==> config.mk <==
export PLATFORM = sky130hd
export DESIGN_NAME = mem_port_arbiter
export DESIGN_NICKNAME = d
export VERILOG_FILES = /design/src/rtl/mem_port_arbiter.sv
export SDC_FILE = /design/constraint.sdc
export NUM_CORES = 1
export LEC_CHECK = 0
export CAP_MARGIN = 30
export CORE_MARGIN = 1.5
export CORE_UTILIZATION = 33
export DETAILED_ROUTE_END_ITERATION = 7
export PLACE_DENSITY = 0.78
export REMOVE_ABC_BUFFERS = 1
export SYNTH_ARGS = -nofsm -noshare
export SYNTH_HDL_FRONTEND = slang
export SYNTH_SLANG_ARGS = --single-unit
==> constraint.sdc <==
create_clock -name clock -period 1.5 [get_ports clock]
set_input_delay 0.225 -clock clock [delete_from_list [all_inputs] [get_ports clock]]
set_output_delay 0.225 -clock clock [all_outputs]
set_load 0.02 [all_outputs]
==> src/rtl/mem_port_arbiter.sv <==
// rtl/mem_port_arbiter.sv - two-requester (fetch/data) arbiter for one synchronous memory port
// Each transaction runs IDLE -> ACCESS -> RESP; requests are only looked at in IDLE.
module mem_port_arbiter #(
   parameter int WIDTH         = 16,
   parameter bit DATA_PRIORITY = 1'b0
) (
   input  logic             clock,
   input  logic             reset,
   input  logic             f_req,
   input  logic             f_we,
   input  logic [WIDTH-1:0] f_addr,
   input  logic [WIDTH-1:0] f_wdata,
   output logic             f_gnt,
   output logic             f_done,
   output logic [WIDTH-1:0] f_rdata,
   input  logic             d_req,
   input  logic             d_we,
   input  logic [WIDTH-1:0] d_addr,
   input  logic [WIDTH-1:0] d_wdata,
   output logic             d_gnt,
   output logic             d_done,
   output logic [WIDTH-1:0] d_rdata,
   output logic             mem_en,
   output logic             mem_we,
   output logic [WIDTH-1:0] mem_addr,
   output logic [WIDTH-1:0] mem_wdata,
   input  logic [WIDTH-1:0] mem_rdata
);

   localparam logic [1:0] IDLE   = 2'd0;
   localparam logic [1:0] ACCESS = 2'd1;
   localparam logic [1:0] RESP   = 2'd2;

   logic [1:0]       state_q, state_d;
   logic             owner_q, owner_d;   // 1 = data requester owns the transaction
   logic             last_q, last_d;     // 1 = data requester was served last
   logic [WIDTH-1:0] addr_q, addr_d;
   logic [WIDTH-1:0] wdata_q, wdata_d;
   logic             we_q, we_d;
   logic             win_d;
   logic             in_access, in_resp, rd_resp;

   // Data wins when alone, or on conflict when prioritised or when fetch went last.
   always_comb begin
      win_d = d_req & (~f_req | (DATA_PRIORITY ? 1'b1 : ~last_q));
   end

   always_comb begin
      state_d = state_q;
      owner_d = owner_q;
      last_d  = last_q;
      addr_d  = addr_q;
      wdata_d = wdata_q;
      we_d    = we_q;
      case (state_q)
         IDLE: begin
            if (f_req | d_req) begin
               state_d = ACCESS;
               owner_d = win_d;
               if (!DATA_PRIORITY) last_d = win_d;
               addr_d  = win_d ? d_addr  : f_addr;
               wdata_d = win_d ? d_wdata : f_wdata;
               we_d    = win_d ? d_we    : f_we;
            end
         end
         ACCESS:  state_d = RESP;
         RESP:    state_d = IDLE;
         default: state_d = IDLE;
      endcase
   end

   always_ff @(posedge clock) begin
      if (reset) begin
         state_q <= IDLE;
         owner_q <= 1'b0;
         last_q  <= 1'b1;
         addr_q  <= '0;
         wdata_q <= '0;
         we_q    <= 1'b0;
      end else begin
         state_q <= state_d;
         owner_q <= owner_d;
         last_q  <= last_d;
         addr_q  <= addr_d;
         wdata_q <= wdata_d;
         we_q    <= we_d;
      end
   end

   // Reset forces every output low even while the registers still hold a live state.
   always_comb begin
      in_access = ~reset & (state_q == ACCESS);
      in_resp   = ~reset & (state_q == RESP);
      rd_resp   = in_resp & ~we_q;
      mem_en    = in_access;
      mem_we    = in_access & we_q;
      mem_addr  = in_access ? addr_q  : '0;
      mem_wdata = in_access ? wdata_q : '0;
      f_gnt     = in_access & ~owner_q;
      d_gnt     = in_access & owner_q;
      f_done    = in_resp & ~owner_q;
      d_done    = in_resp & owner_q;
      f_rdata   = (rd_resp & ~owner_q) ? mem_rdata : '0;
      d_rdata   = (rd_resp & owner_q)  ? mem_rdata : '0;
   end

endmodule
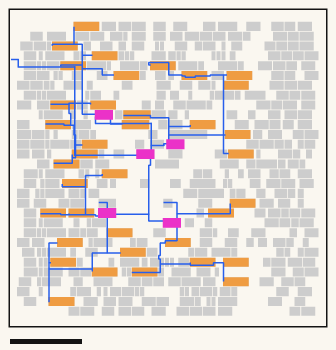
*Routed clock nets over the placement, run 1*
The bar under the picture is 20 um long.
[blue] clock wires | length: 520 um
[orange] flip-flops | count: 37
[magenta] clock-net drivers | count: 5
routed clock nets: 6
Clock power frac: 0.296
later-pin clock latency in the skew report: 0.29 ns
clock group power: 0.916 mW
worst-case clock skew: 0.006995 ns

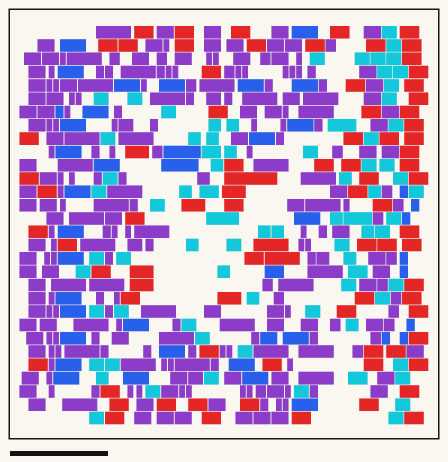
*Cell sizes after repair, run 1*
The bar under the picture is 20 um long.
| color | size | cells |
|---|---|---|
| blue | x2 | 42 |
| purple | x1 and smaller | 251 |
| cyan | x3 and x4 | 76 |
| red | x6 and larger | 81 |
design area: 4473 sq um
Buffers, non-clock: 185
layout overhead on the synthesized area: 89.86%
final setup margin: -0.3904 ns

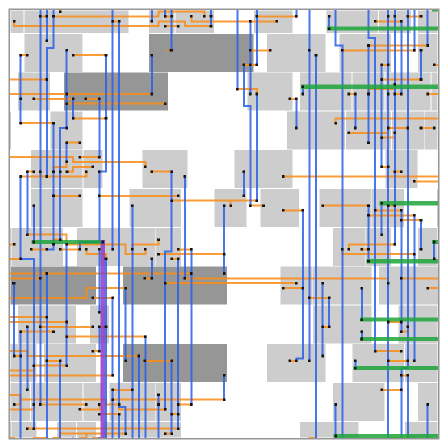
*Close-up of the layout, run 1*
Region (51, 7) to (81, 37) um. Cells in gray, sequential cells in the stronger gray; small squares are vias.
| color | layer |
|---|---|
| purple | M4 |
| orange | M1 |
| green | M3 |
| blue | M2 |
cells with their middle in the window: 59
most frequent: clkdlybuf4s50_1 (10), and2_1 (9), and2_4 (7)
netlist names of flops here include: addr_q (2)
sequential cells in the window: 5

==> GITHUB_STEP_SUMMARY, run 1 <==
## Synthesis and layout report

| Metric | Value |
|---|---|
| Run status | `complete, but fails checks` |
| Violations in the final reports | `negative setup slack` |
| Synth warn | `0` |
| Number of buffers inserted during clock tree synthesis | `5` |
| Routing usage on met2 | `0.3895` |
| Chip area line of the yosys report | `2356 sq um` |
| Finished Layout Cells | `546` |
| Routed length on met3 | `678 um` |
| Cell-by-cell trace of the critical path | `or3b_4 -> nor3_4 -> buf_6 -> buf_6 -> and2_4 -> buf_6` |
| Cell depth of the worst min-delay path | `3` |
| DRC errors left | `0` |
| Post-synthesis cell type with the largest instance count | `sky130_fd_sc_hd__nand2_1` |
| Multiplexer area fraction after synthesis | `0` |
| Fraction of the mapped netlist area in simple logic gates | `0.3298` |
| Dominant flop cell | `sky130_fd_sc_hd__dfxtp_1` |
| Sequential portion of the cell area | `0.1662` |
| Async set-reset flop share out of synthesis | `0` |
| Leading area contributor after synthesis | `sky130_fd_sc_hd__dfxtp_1` |
| Placer's final routability congestion estimate | `0.7086` |
| Number of non-clock inverters in the layout | `1` |
| Die Y-Extent | `87.50 um` |
| Fraction of the core area occupied by cells at floorplan | `0.3449` |
| Most numerous cell on the critical path | `sky130_fd_sc_hd__buf_6` |
| Period utilisation layout | `1.260` |
| Highest metal layer used by the detailed router | `met4` |
| Top Registers | `addr_q: 16 flops, wdata_q: 16 flops, state_q: 2 flops` |
| Count of final setup violators | `70` |
| Placed instance count | `532` |
| Cell internal power dissipation | `2.183 mW` |
| Mean number of vias per cell | `4.881` |
| Final setup margin | `-0.3904 ns` |
| Antenna diode count | `0` |
| Power dissipated in sequential cells | `1.16 mW` |
| Drt pass-1 iters | `4` |
| Total Routing Usage GR | `0.2098` |
| Capture point of the worst path | `f_rdata[12]` |
| Levels on crit path | `6` |
| Flop-to-flop setup slack | `0.13 ns` |
| Biggest cell category by area in the final layout | `buffers` |
| Terminating pin of the worst hold path | `wdata_q[0]` |
| Layout clock buffer count | `6` |
| Synth Area per Inst | `a little over 8 sq um` |
| Vias in the first global route | `2,643` |
| Clock root buffer master | `sky130_fd_sc_hd__clkbuf_8` |
| Peak supply drop | `a little under 500 uV` |
| Largest fanout of any net on the critical path | `8` |
| Clock slew seen by the registers of the worst setup and hold paths | `0.08 ns` |
| Maxcap violations | `0` |
| HP Class | `in2reg` |
| Global-route wire length before repair | `12.52 mm` |
| Net switching power | `0.9092 mW` |
| Top power group | `sequential cells` |
==> run 2: changes to the inputs <==
--- a/config.mk
+++ b/config.mk
@@ -5,11 +5,12 @@
 export SDC_FILE = /design/constraint.sdc
 export NUM_CORES = 1
 export LEC_CHECK = 0
-export CAP_MARGIN = 30
+export CAP_MARGIN = 20
 export CORE_MARGIN = 1.5
-export CORE_UTILIZATION = 33
+export CORE_UTILIZATION = 36
+export CTS_BUF_LIST = sky130_fd_sc_hd__clkbuf_16
 export DETAILED_ROUTE_END_ITERATION = 7
-export PLACE_DENSITY = 0.78
+export PLACE_DENSITY = 0.81
 export REMOVE_ABC_BUFFERS = 1
 export SYNTH_ARGS = -nofsm -noshare
 export SYNTH_HDL_FRONTEND = slang
==> constraint.sdc (replaced) <==
create_clock -name clock -period 2 [get_ports clock]
set_input_delay 0.3 -clock clock [delete_from_list [all_inputs] [get_ports clock]]
set_output_delay 0.3 -clock clock [all_outputs]
set_load 0.02 [all_outputs]
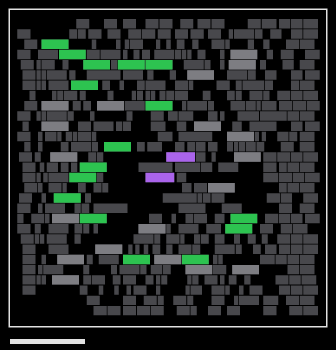
*Where the registers sit, run 2*
The bar under the picture is 20 um long.
| color | name in the netlist | placed flops |
|---|---|---|
| purple | state_q | 2 |
| green | addr_q | 16 |
sequential cell area: 743.2 sq um
power dissipated in sequential cells: 0.868 mW

==> GITHUB_STEP_SUMMARY, run 2 <==
## Synthesis and layout report

| Metric | Value |
|---|---|
| Delay of the slowest cell on the worst path | `just under 0.4 ns` |
| Maxcap violations | `0 (unchanged)` |
| Most numerous cell on the critical path | `sky130_fd_sc_hd__buf_6` |
| Dominant flop cell | `sky130_fd_sc_hd__dfxtp_1` |
| Clock power frac | `0.316 (+0.020)` |
| Layout clock buffer count | `5 (-1)` |
| Global-route wire length before repair | `11.96 mm (-4.5%)` |
| Antenna diode count | `0 (unchanged)` |
| Net switching power | `0.6473 mW (-29%)` |
| Largest fanout of any net on the critical path | `8 (unchanged)` |
| Worst-case clock skew | `0.003165 ns (-0.003830 ns)` |
| Clock group power | `0.717 mW (-22%)` |
| Chip area line of the yosys report | `2356 sq um (unchanged)` |
| Count of final setup violators | `20 (-71%)` |
| Most numerous cell types in the synthesized netlist | `68 x sky130_fd_sc_hd__nand2_1, 67 x sky130_fd_sc_hd__and2_1, 37 x sky130_fd_sc_hd__dfxtp_1` |
| Fraction of the core area occupied by cells at floorplan | `0.3710 (+0.02616)` |
| Sequential portion of the cell area | `0.1777 (+0.01153)` |
| HP Class | `reg2reg` |
| Fraction of the mapped netlist area in simple logic gates | `0.3298 (unchanged)` |
| Cell-by-cell trace of the critical path | `or3b_4 -> buf_6 -> nor3_4 -> buf_6 -> and2_4 -> buf_6` |
| Async set-reset flop share out of synthesis | `0 (unchanged)` |
| Clock tree from TritonCTS | `yes` |
| Final setup margin | `-0.03955 ns (+0.3509 ns)` |
| Startpoint types | `flop` |
| Depth of the CTS H-tree | `2` |
| Biggest cell category by area in the final layout | `buffers` |
| Placed instance count | `505 (-5.1%)` |
| Multiplexer area fraction after synthesis | `0 (unchanged)` |
| Cell internal power dissipation | `1.625 mW (-26%)` |
| Synth warn | `0 (unchanged)` |
| Highest metal layer used by the detailed router | `met4` |
| Violations in the final reports | `negative setup slack` |
| Mean number of vias per cell | `5.115 (+4.8%)` |
| Layout overhead on the synthesized area | `77.54%` |
| Die Y-Extent | `83.90 um (-4.1%)` |
| Terminating pin of the worst hold path | `wdata_q[3]` |
| Top library cells by usage in the layout, fill and taps aside | `84 x sky130_fd_sc_hd__clkdlybuf4s50_1, 68 x sky130_fd_sc_hd__nand2_1, 39 x sky130_fd_sc_hd__and2_1` |
| DRC errors left | `0 (unchanged)` |
| Leading area contributor after synthesis | `sky130_fd_sc_hd__dfxtp_1` |
| Final cell utilization of the core | `0.6587` |
| Finished Layout Cells | `515 (-5.7%)` |
| Drt pass-1 iters | `4 (unchanged)` |
| Capture point of the worst path | `d_rdata[10]` |
| Clock sink count | `37` |
| Placer's final routability congestion estimate | `0.7864 (+11%)` |
| Fraction of layout instances using a drive strength above 1 | `0.3402` |
| Later-pin clock latency in the skew report | `0.27 ns (-0.02 ns)` |
| Period utilisation layout | `1.020` |
| Fin nets | `524` |
| Peak supply drop | `378.3 uV (-23%)` |
| Routing usage on met2 | `0.3915 (+0.001985)` |
| Cell depth of the worst min-delay path | `2 (-1)` |
| Clock root buffer master | `sky130_fd_sc_hd__clkbuf_16` |
| Number of non-clock inverters in the layout | `1 (unchanged)` |
| Routed length on met3 | `580 um (-14%)` |
| Run status | `complete, but fails checks` |
| Number of buffers inserted during clock tree synthesis | `5 (unchanged)` |
| Slew HR | `0.6105` |
| Setup repair bufs after CTS | `2` |
| Flop-to-flop setup slack | `0.53 ns (+0.40 ns)` |
| Area of the multi-input gates | `1535 sq um` |
| Terminus of the critical flop-to-flop path | `addr_q[11]` |
| Top Registers | `addr_q: 16 flops, wdata_q: 16 flops, state_q: 2 flops` |
| Levels on crit path | `6 (unchanged)` |
| Cell types occupying the most area after synthesis | `sky130_fd_sc_hd__dfxtp_1 31%, sky130_fd_sc_hd__a311oi_2 18%, sky130_fd_sc_hd__and2_1 18%` |
| Vias in the first global route | `2,577 (-2.5%)` |
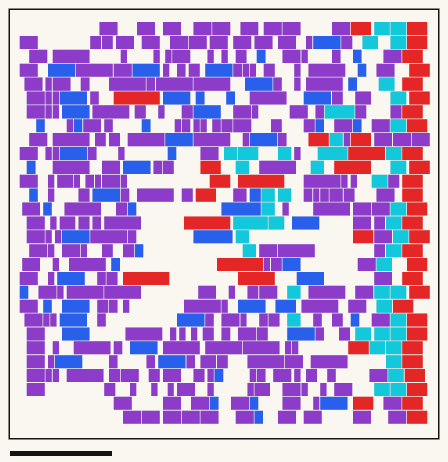
*Cell sizes after repair, run 2*
The bar under the picture is 20 um long.
| color | size | cells |
|---|---|---|
| cyan | x3 and x4 | 45 |
| purple | x1 and smaller | 289 |
| blue | x2 | 59 |
| red | x6 and larger | 45 |
Buffers, non-clock: 175
design area: 4183 sq um

==> run 3: changes to the inputs <==
--- a/config.mk
+++ b/config.mk
@@ -5,12 +5,13 @@
 export SDC_FILE = /design/constraint.sdc
 export NUM_CORES = 1
 export LEC_CHECK = 0
+export ABC_AREA = 1
 export CAP_MARGIN = 20
 export CORE_MARGIN = 1.5
-export CORE_UTILIZATION = 36
+export CORE_UTILIZATION = 38
 export CTS_BUF_LIST = sky130_fd_sc_hd__clkbuf_16
 export DETAILED_ROUTE_END_ITERATION = 7
-export PLACE_DENSITY = 0.81
+export PLACE_DENSITY = 0.82
 export REMOVE_ABC_BUFFERS = 1
 export SYNTH_ARGS = -nofsm -noshare
 export SYNTH_HDL_FRONTEND = slang
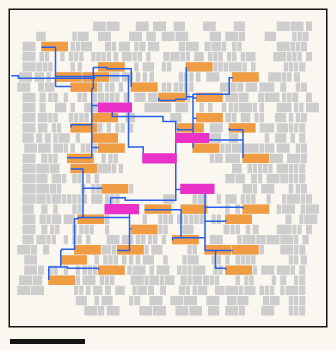
*Routed clock nets over the placement, run 3*
The bar under the picture is 20 um long.
[blue] clock wires | length: 454 um
[magenta] clock-net drivers | count: 5
[orange] flip-flops | count: 37
routed clock nets: 6
Clock power frac: 0.316
worst-case clock skew: 0.001444 ns
clock group power: 0.723 mW
later-pin clock latency in the skew report: 0.27 ns

==> GITHUB_STEP_SUMMARY, run 3 <==
## Synthesis and layout report

| Metric | Value |
|---|---|
| Run status | `finished clean` |
| Sequential portion of the cell area | `0.1820 (+0.004301)` |
| DRC errors left | `0 (unchanged)` |
| Levels on crit path | `6 (unchanged)` |
| Power, Total | `2.291 mW` |
| Terminus of the critical flop-to-flop path | `addr_q[0]` |
| Dominant flop cell | `sky130_fd_sc_hd__dfxtp_1` |
| Fraction of the core area occupied by cells at floorplan | `0.3960 (+0.02493)` |
| Die Y-Extent | `84.58 um (+0.81%)` |
| Met1 layer wirelength in the final routing | `between 2 and 3 mm` |
| Routing usage on met2 | `0.3867 (-0.004771)` |
| Vias in the first global route | `2,715 (+5.4%)` |
| Area of the multi-input gates | `1419 sq um (-7.6%)` |
| Cell depth of the worst min-delay path | `2 (unchanged)` |
| Mean number of vias per cell | `4.566 (-11%)` |
| Largest fanout of any net on the critical path | `10 (+2)` |
| Finished Layout Cells | `662 (+29%)` |
| Clock network area share | `0.03381` |
| Clock tree from TritonCTS | `yes` |
| Multiplexer area fraction after synthesis | `0 (unchanged)` |
| Global-route wire length before repair | `12.12 mm (+1.3%)` |
| Area of the core region | `between 6000 and 7000 sq um` |
| Layout clock buffer count | `5 (unchanged)` |
| Combinational group power | `0.722 mW` |
| Terminating pin of the worst hold path | `last_q` |
| Total wire length after detailed routing | `7.331 mm` |
| Fin nets | `670 (+28%)` |
| Post-Route Setup TNS | `0 ns` |
| Clock sink count | `37 (unchanged)` |
| Period utilisation layout | `0.9610 (-0.05873)` |
| Drt pass-1 iters | `4 (unchanged)` |
| Most numerous cell types in the synthesized netlist | `136 x sky130_fd_sc_hd__nor2_1, 102 x sky130_fd_sc_hd__nand2_1, 54 x sky130_fd_sc_hd__inv_1` |
| Placer's final routability congestion estimate | `0.7583 (-3.6%)` |
| Count of final setup violators | `0 (-100%)` |
| HP Class | `reg2reg` |
| Number of non-clock inverters in the layout | `55 (+54)` |
| Cell types occupying the most area after synthesis | `sky130_fd_sc_hd__dfxtp_1 29%, sky130_fd_sc_hd__nor2_1 20%, sky130_fd_sc_hd__nand2_1 15%` |
| Slew HR | `0.7663 (+0.1558)` |
| Async set-reset flop share out of synthesis | `0 (unchanged)` |
| Cell internal power dissipation | `1.609 mW (-0.99%)` |
| Maxcap violations | `0 (unchanged)` |
| Fraction of layout instances using a drive strength above 1 | `0.1077 (-0.2325)` |
| Highest metal layer used by the detailed router | `met4` |
| Antenna diode count | `0 (unchanged)` |
| Net switching power | `0.6820 mW (+5.4%)` |
| Chip area line of the yosys report | `2529 sq um (+7.3%)` |
| Top library cells by usage in the layout, fill and taps aside | `136 x sky130_fd_sc_hd__nor2_1, 102 x sky130_fd_sc_hd__nand2_1, 84 x sky130_fd_sc_hd__clkdlybuf4s50_1` |
| Setup repair bufs after CTS | `0 (-2)` |
| Clock root buffer master | `sky130_fd_sc_hd__clkbuf_16` |
| Top Registers | `addr_q: 16 flops, wdata_q: 16 flops, state_q: 2 flops` |
| Final cell utilization of the core | `0.6373 (-0.02138)` |
| Synth warn | `0 (unchanged)` |
| Max clock buf depth | `2` |
| Placed instance count | `653 (+29%)` |
| Cell-by-cell trace of the critical path | `clkdlybuf4s50_1 -> clkinv_2 -> nand3_2 -> buf_4 -> nor2_1 -> dlygate4sd2_1` |
| Biggest cell category by area in the final layout | `buffers` |
| Synth Area per Inst | `5.800 sq um` |
| Antenna violations before repair | `0` |
| Power density over the cells | `562.9 nW/um^2` |
| Sequential cell area | `740.7 sq um (-0.34%)` |
| Post-synthesis cell type with the largest instance count | `sky130_fd_sc_hd__nor2_1` |
| Fraction of the mapped netlist area in simple logic gates | `0.4473 (+0.1175)` |
| Peak supply drop | `330.1 uV (-13%)` |
| Number of flops mapped to enable cells by yosys | `0` |
| Leading area contributor after synthesis | `sky130_fd_sc_hd__dfxtp_1` |
| Routed length on met3 | `667 um (+15%)` |
| Delay of the slowest cell on the worst path | `0.44 ns (+0.05 ns)` |
| Number of buffers inserted during clock tree synthesis | `5 (unchanged)` |
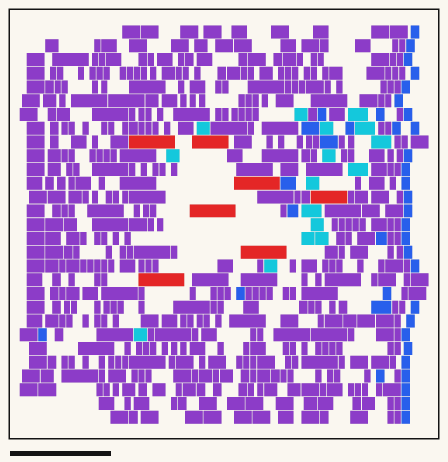
*Cell sizes after repair, run 3*
The bar under the picture is 20 um long.
| color | size | cells |
|---|---|---|
| cyan | x3 and x4 | 16 |
| blue | x2 | 40 |
| red | x6 and larger | 7 |
| purple | x1 and smaller | 522 |
final setup margin: 0.07791 ns
layout overhead on the synthesized area: 60.96%
Buffers, non-clock: 168

Power figures rest on the tool's default switching activity, not on a simulated workload.
